## src/rtl/rf_write_arbiter.sv

```systemverilog
// -----------------------------------------------------------------------------
// rf_write_arbiter
//   Arbitrates two writeback requesters (execute result path and memory load
//   path) onto the single decode-stage register-file write port. Each source
//   has a one-entry holding slot. Grants follow program order through an age
//   bit, and the write port is driven from registers. In-flight destinations
//   are reported so that decode can stall dependent reads.
//
// Ports
//   clk, rst                 clock, synchronous active-high reset
//   exe_valid/ready/id/data  execute-path request (valid/ready handshake)
//   mem_valid/ready/id/data  memory-path request (valid/ready handshake)
//   write_en/id/data         registered register-file write port
//   busy_mask                bit i set while register i is pending anywhere
//   contention_cnt           saturating count of cycles with both slots full
// -----------------------------------------------------------------------------
module rf_write_arbiter #(
   parameter int DATA_W = 32,
   parameter int ID_W   = 5,
   parameter int CNT_W  = 16
) (
   input  logic                 clk,
   input  logic                 rst,
   input  logic                 exe_valid,
   output logic                 exe_ready,
   input  logic [ID_W-1:0]      exe_id,
   input  logic [DATA_W-1:0]    exe_data,
   input  logic                 mem_valid,
   output logic                 mem_ready,
   input  logic [ID_W-1:0]      mem_id,
   input  logic [DATA_W-1:0]    mem_data,
   output logic                 write_en,
   output logic [ID_W-1:0]      write_id,
   output logic [DATA_W-1:0]    write_data,
   output logic [2**ID_W-1:0]   busy_mask,
   output logic [CNT_W-1:0]     contention_cnt
);

   localparam int NREG = 2**ID_W;

   // Holding slots
   logic              e_full, m_full;
   logic [ID_W-1:0]   e_id, m_id;
   logic [DATA_W-1:0] e_data, m_data;
   logic              old_is_m;   // set when slot M holds the older entry

   logic grant_e, grant_m;
   logic exe_load, mem_load;
   logic e_held;

   // NOTE: every signal driven here gets a value on every path (defaults at
   // the top), so no latch is inferred.
   always_comb begin
      grant_m   = m_full && (!e_full || old_is_m);
      grant_e   = e_full && (!m_full || !old_is_m);
      exe_ready = !rst && (!e_full || grant_e);
      mem_ready = !rst && (!m_full || grant_m);
      // Writes to register 0 are accepted but dropped.
      exe_load  = exe_valid && exe_ready && (exe_id != '0);
      mem_load  = mem_valid && mem_ready && (mem_id != '0);
      // The E entry survives the edge untouched (full, not granted).
      e_held    = e_full && !grant_e;
   end

   always_comb begin
      busy_mask = '0;
      for (int i = 1; i < NREG; i++) begin
         busy_mask[i] = (e_full && (e_id == ID_W'(i))) ||
                        (m_full && (m_id == ID_W'(i))) ||
                        (write_en && (write_id == ID_W'(i)));
      end
   end

   // NOTE: sequential state uses non-blocking assignments only, so every
   // right-hand side below sees the pre-edge value regardless of order.
   always_ff @(posedge clk) begin
      if (rst) begin
         e_full         <= 1'b0;
         m_full         <= 1'b0;
         e_id           <= '0;
         m_id           <= '0;
         e_data         <= '0;
         m_data         <= '0;
         old_is_m       <= 1'b0;
         write_en       <= 1'b0;
         write_id       <= '0;
         write_data     <= '0;
         contention_cnt <= '0;
      end else begin
         // A load wins over the clear, so grant+accept on one source reloads.
         if (exe_load) begin
            e_full <= 1'b1;
            e_id   <= exe_id;
            e_data <= exe_data;
         end else if (grant_e) begin
            e_full <= 1'b0;
         end

         if (mem_load) begin
            m_full <= 1'b1;
            m_id   <= mem_id;
            m_data <= mem_data;
         end else if (grant_m) begin
            m_full <= 1'b0;
         end

         // M is older unless an E entry was already waiting: an entry that
         // stays put is older than any newcomer, and on a simultaneous fill
         // the memory-stage instruction precedes the execute-stage one.
         // Meaningless while fewer than two slots are full.
         old_is_m <= !e_held;

         if (grant_m) begin
            write_en   <= 1'b1;
            write_id   <= m_id;
            write_data <= m_data;
         end else if (grant_e) begin
            write_en   <= 1'b1;
            write_id   <= e_id;
            write_data <= e_data;
         end else begin
            write_en   <= 1'b0;
         end

         if (e_full && m_full && (contention_cnt != '1))
            contention_cnt <= contention_cnt + 1'b1;
      end
   end

endmodule

```

## config.mk

```make
export PLATFORM = sky130hd
export DESIGN_NAME = rf_write_arbiter
export DESIGN_NICKNAME = d
export VERILOG_FILES = /design/src/rtl/rf_write_arbiter.sv
export SDC_FILE = /design/constraint.sdc
export NUM_CORES = 1
export LEC_CHECK = 0
export CAP_MARGIN = 5
export CORE_ASPECT_RATIO = 0.9
export CORE_MARGIN = 1.5
export CORE_UTILIZATION = 44
export DETAILED_ROUTE_END_ITERATION = 8
export GPL_TIMING_DRIVEN = 0
export HOLD_SLACK_MARGIN = 0.05
export PLACE_DENSITY = 0.86
export SLEW_MARGIN = 20
export SYNTH_ARGS = -nofsm -noshare
export SYNTH_HDL_FRONTEND = slang
export SYNTH_SLANG_ARGS = --single-unit
```

## constraint.sdc

```tcl
create_clock -name clk -period 1.9 [get_ports clk]
set_clock_uncertainty 0.05 [all_clocks]
set_input_delay 0.19 -clock clk [delete_from_list [all_inputs] [get_ports clk]]
set_output_delay 0.19 -clock clk [all_outputs]
set_load 0.02 [all_outputs]
```

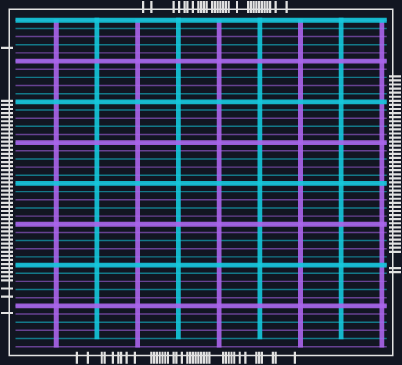
*Power grid*
Scale: 3 px per um. Pins as bars on the die edge.
VSS -> purple
VDD -> cyan
met1 rails = 41
rows = 40
Core Box Area: 13500 um2
Peak VDD IR: 793 uV
Die Ht: 115 um
die span in x: 127 um

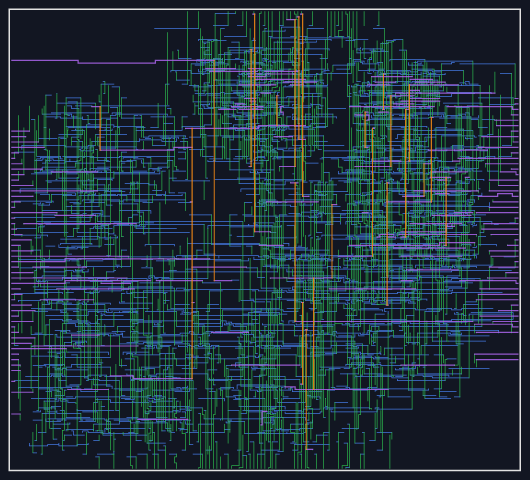
*Metal layers overlaid*
Scale: 4 px per um.
M3 -> purple  # wire length 1630 um
M4 -> orange  # wire length 659 um
M1 -> blue  # wire length 8040 um
M2 -> green  # wire length 9260 um
total wire length: 19600 um
wire per inst: 17.5 um
gr usage total: 26.4%
DR vias: 6158

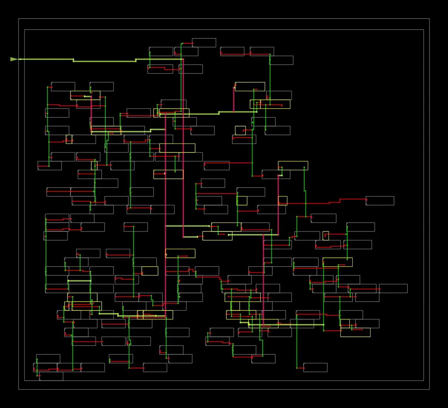
*The clock network*
total CTS buffers: 17
Clock Sinks: 131
Layout clock buffers: 20
clk_lat worst skew: 0.42 ns

==> flow_summary.ini <==
; generated from flow reports
[critical_path]
cp_max_fo = 7
cpMaxStageDelayCell = dfxtp_2
cp-end-kind = output port
r2r-end = contention_cnt[14]
crit_arrival_ns = 1.66
reg2reg_depth = 6
ff2ff_setup_slack_ns = 0.09
crit_end = busy_mask[1]
worst_ep_required_time_ns = 1.66
critical_path_class = reg -> out
critPathTopFamily = buffers and inverters
cp-startpoint = write_id[2]
reg2reg_from = m_full
cpPeakStageDelay_ns = 0.33
cp.depth = 6
cp.buffers_inverters = 3
critical_path.startpoint_type = register
worstPathCellList = buf_8 > buf_4 > nor2_1 > a22oi_1 > nand2_1 > buf_2

[clock_network]
cts_tree = done
clockRootBuffer = clkbuf_16
clk_pin_slew_worst_paths_ns = 0.06
cts_hold_buffers = 0
cts_setup_buffers = 29
max-clock-path-buffers = 2
h-tree-depth = 4
cts_resized = 236

[min_path]
min_path_type = in -> reg
hold_path_depth = 3
min_from = mem_data[21]
hold_path_end = m_data[21]

[route]
drt_iter0_drc = 506
met1_length_um = 8040
drc = 0
firstDrtPassIters = 8
viasPerCell = 5.49
ant_nets = 0
routed.top_layer = met4
dr_wl_met2_um = 9260
wl_met3_um = 1630

[final_timing]
worst_slew_pin_slew_ns = 0.663
hold_ws_ns = 0.277
relSlewSlack_pct = 55.8
finalHoldViolations = 0
finalSetupTns_ns = 0
period_used_pct = 99.8
rsz0062_at_grt = true
setup_ws_ns = 0.00287
setup_viol = 0
min_period_ns = 1.90
max_freq_ghz = 0.527
slew_viol_final = 0

[pwr]
power_leakage_nw = 3.86
swShare_pct = 25.8
finalPower_w = 0.00736
seqPwrFrac_pct = 41.6
p_sw_w = 0.00190
p_int_w = 0.00546
p_comb_share_pct = 15.0
powerDensity_nw_per_um2 = 790

[synth]
ys_sh_aoi_pct = 14.2
ys_top_logic_family = simple AND/OR/NAND/NOR gates
synth-edff-count = 0
yosys_area_um2 = 6130
yosysWarningCount = 0
mux_share_pct = 12.7
ys_sh_adder_pct = 0.204
ys_types = 45
synth_seq_share_pct = 42.8
syn_inst = 719
fp_nets = 798
xor_share_pct = 0
ys_async_sr_fraction_pct = 0
numSynthFlops = 131
avgSynthCellArea_um2 = 8.52
ys_sh_simple_pct = 25.6
synth-main-ff-cell = dfxtp_1
syn_area_um2 = 6130
ys_cells = 719

[placement]
gp_congestion = 0.959
portBuffers = 163
placed_cell_area_um2 = 7970
place_ws_ns = -0.921
place_inst = 1050
dp_hpwl_um = 12900

[grt]
grt_pass1_vias = 5947
grt.overflow.total = 0
antenna_found_initial = 0
met2_usage_pct = 44.1
top_usage_layer = met2
grtUsageMet3_pct = 8.56
met1_usage_pct = 31.2
grt_first_pass_wirelength_um = 30100
grt_start_max_net_pins = 17

[job]
warnings = 28
drv_cap = 0

[floorplanning]
dieArea_um2 = 14600
std_cell_rows = 40
ioPinCount = 166
initial_core_util_pct = 45.5

[layout]
final_area_um2 = 9320
fin_util_pct = 69.2
lay_top_cells = 137 x nand2_1, 130 x clkdlybuf4s50_1, 109 x dfxtp_1, 85 x o21ai_0, 55 x buf_4
largest_registers = e_data (32), m_data (32), write_data (32)
drive_gt1_share_pct = 26.8
n_antenna_cell = 0
fin_nets = 1020
area_delta_synth_final_pct = 52.1

[status]
status = finished clean
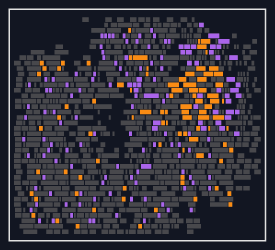
*Selected gate families*
Scale: 2 px per um.
nor cells -> orange  # cells 87, most used nor2b_1
aoi and oai cells -> purple  # cells 146, most used o21ai_0, where widely spread
post-layout instance count excluding filler cells: 1122
most numerous logic cell after layout: nand2_1
fraction of area in multi-input gates: 38.9%

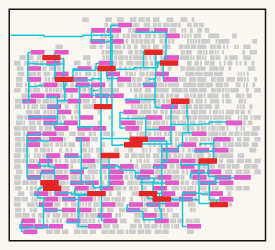
*Clock wires, drivers and flops*
Scale: 2 px per um.
clock wires -> cyan  # length 1610 um
flip-flops -> magenta  # count 131
clock-net drivers -> red  # count 17
routed clock nets = 18
clock group power: 0.00320 W
Clock power frac: 43.4%

==> layout make-up <==
type | count | area (um2)
Buffer | 42 | 282
Clock buffer | 20 | 447
Clock inverter | 12 | 129
Fill cell | 1005 | 4150
Inverter | 6 | 22.5
Multi-Input combinational cell | 533 | 3620
Sequential cell | 131 | 2680
Tap cell | 168 | 210
Timing Repair Buffer | 210 | 1920
==> power groups by stage <==
stage          clock, W  combinational (W)  sequential (W)
3_5_place_dp          0           0.000944         0.00308
5_1_grt         0.00335            0.00118         0.00308
3_3_place_gp          0           0.000932         0.00307
4_1_cts         0.00323            0.00104         0.00305
2_1_floorplan         0           0.000474         0.00310
6_report        0.00320            0.00110         0.00306
==> Yosys cell counts, types with 2 or more instances <==
master	instances	share of area (%)
inv_1	6	0.37
dfxtp_1	131	43
nor2_1	20	1.2
nand2b_1	42	4.3
nand3_1	6	0.49
o21bai_1	2	0.25
o31ai_1	3	0.37
clkbuf_1	29	1.8
nand4_1	6	0.61
nand2_1	142	8.7
or3_1	10	1.0
a21oi_1	17	1.4
o21ai_0	85	6.9
nor3_1	12	0.98
a22oi_1	16	2.0
or4_4	2	0.37
mux2i_1	36	5.9
buf_8	3	0.74
nor2b_1	51	5.2
and4_1	4	0.57
mux2_2	35	6.4
and2_1	3	0.31
mux2_1	2	0.37
buf_2	11	0.90
and3_1	6	0.61
buf_4	5	0.61
a31oi_1	3	0.31
a32oi_1	14	2.0
==> tightest hold or removal path: cells and delay by family <==
| kind | cells | cell delay (ns) |
|---|---|---|
| buffers and inverters | 1 | 0.39 |
| AOI/OAI and AO/OA | 1 | 0.06 |
| and+or+nand+nor | 1 | 0.05 |
Power figures rest on the tool's default switching activity, not on a simulated workload.
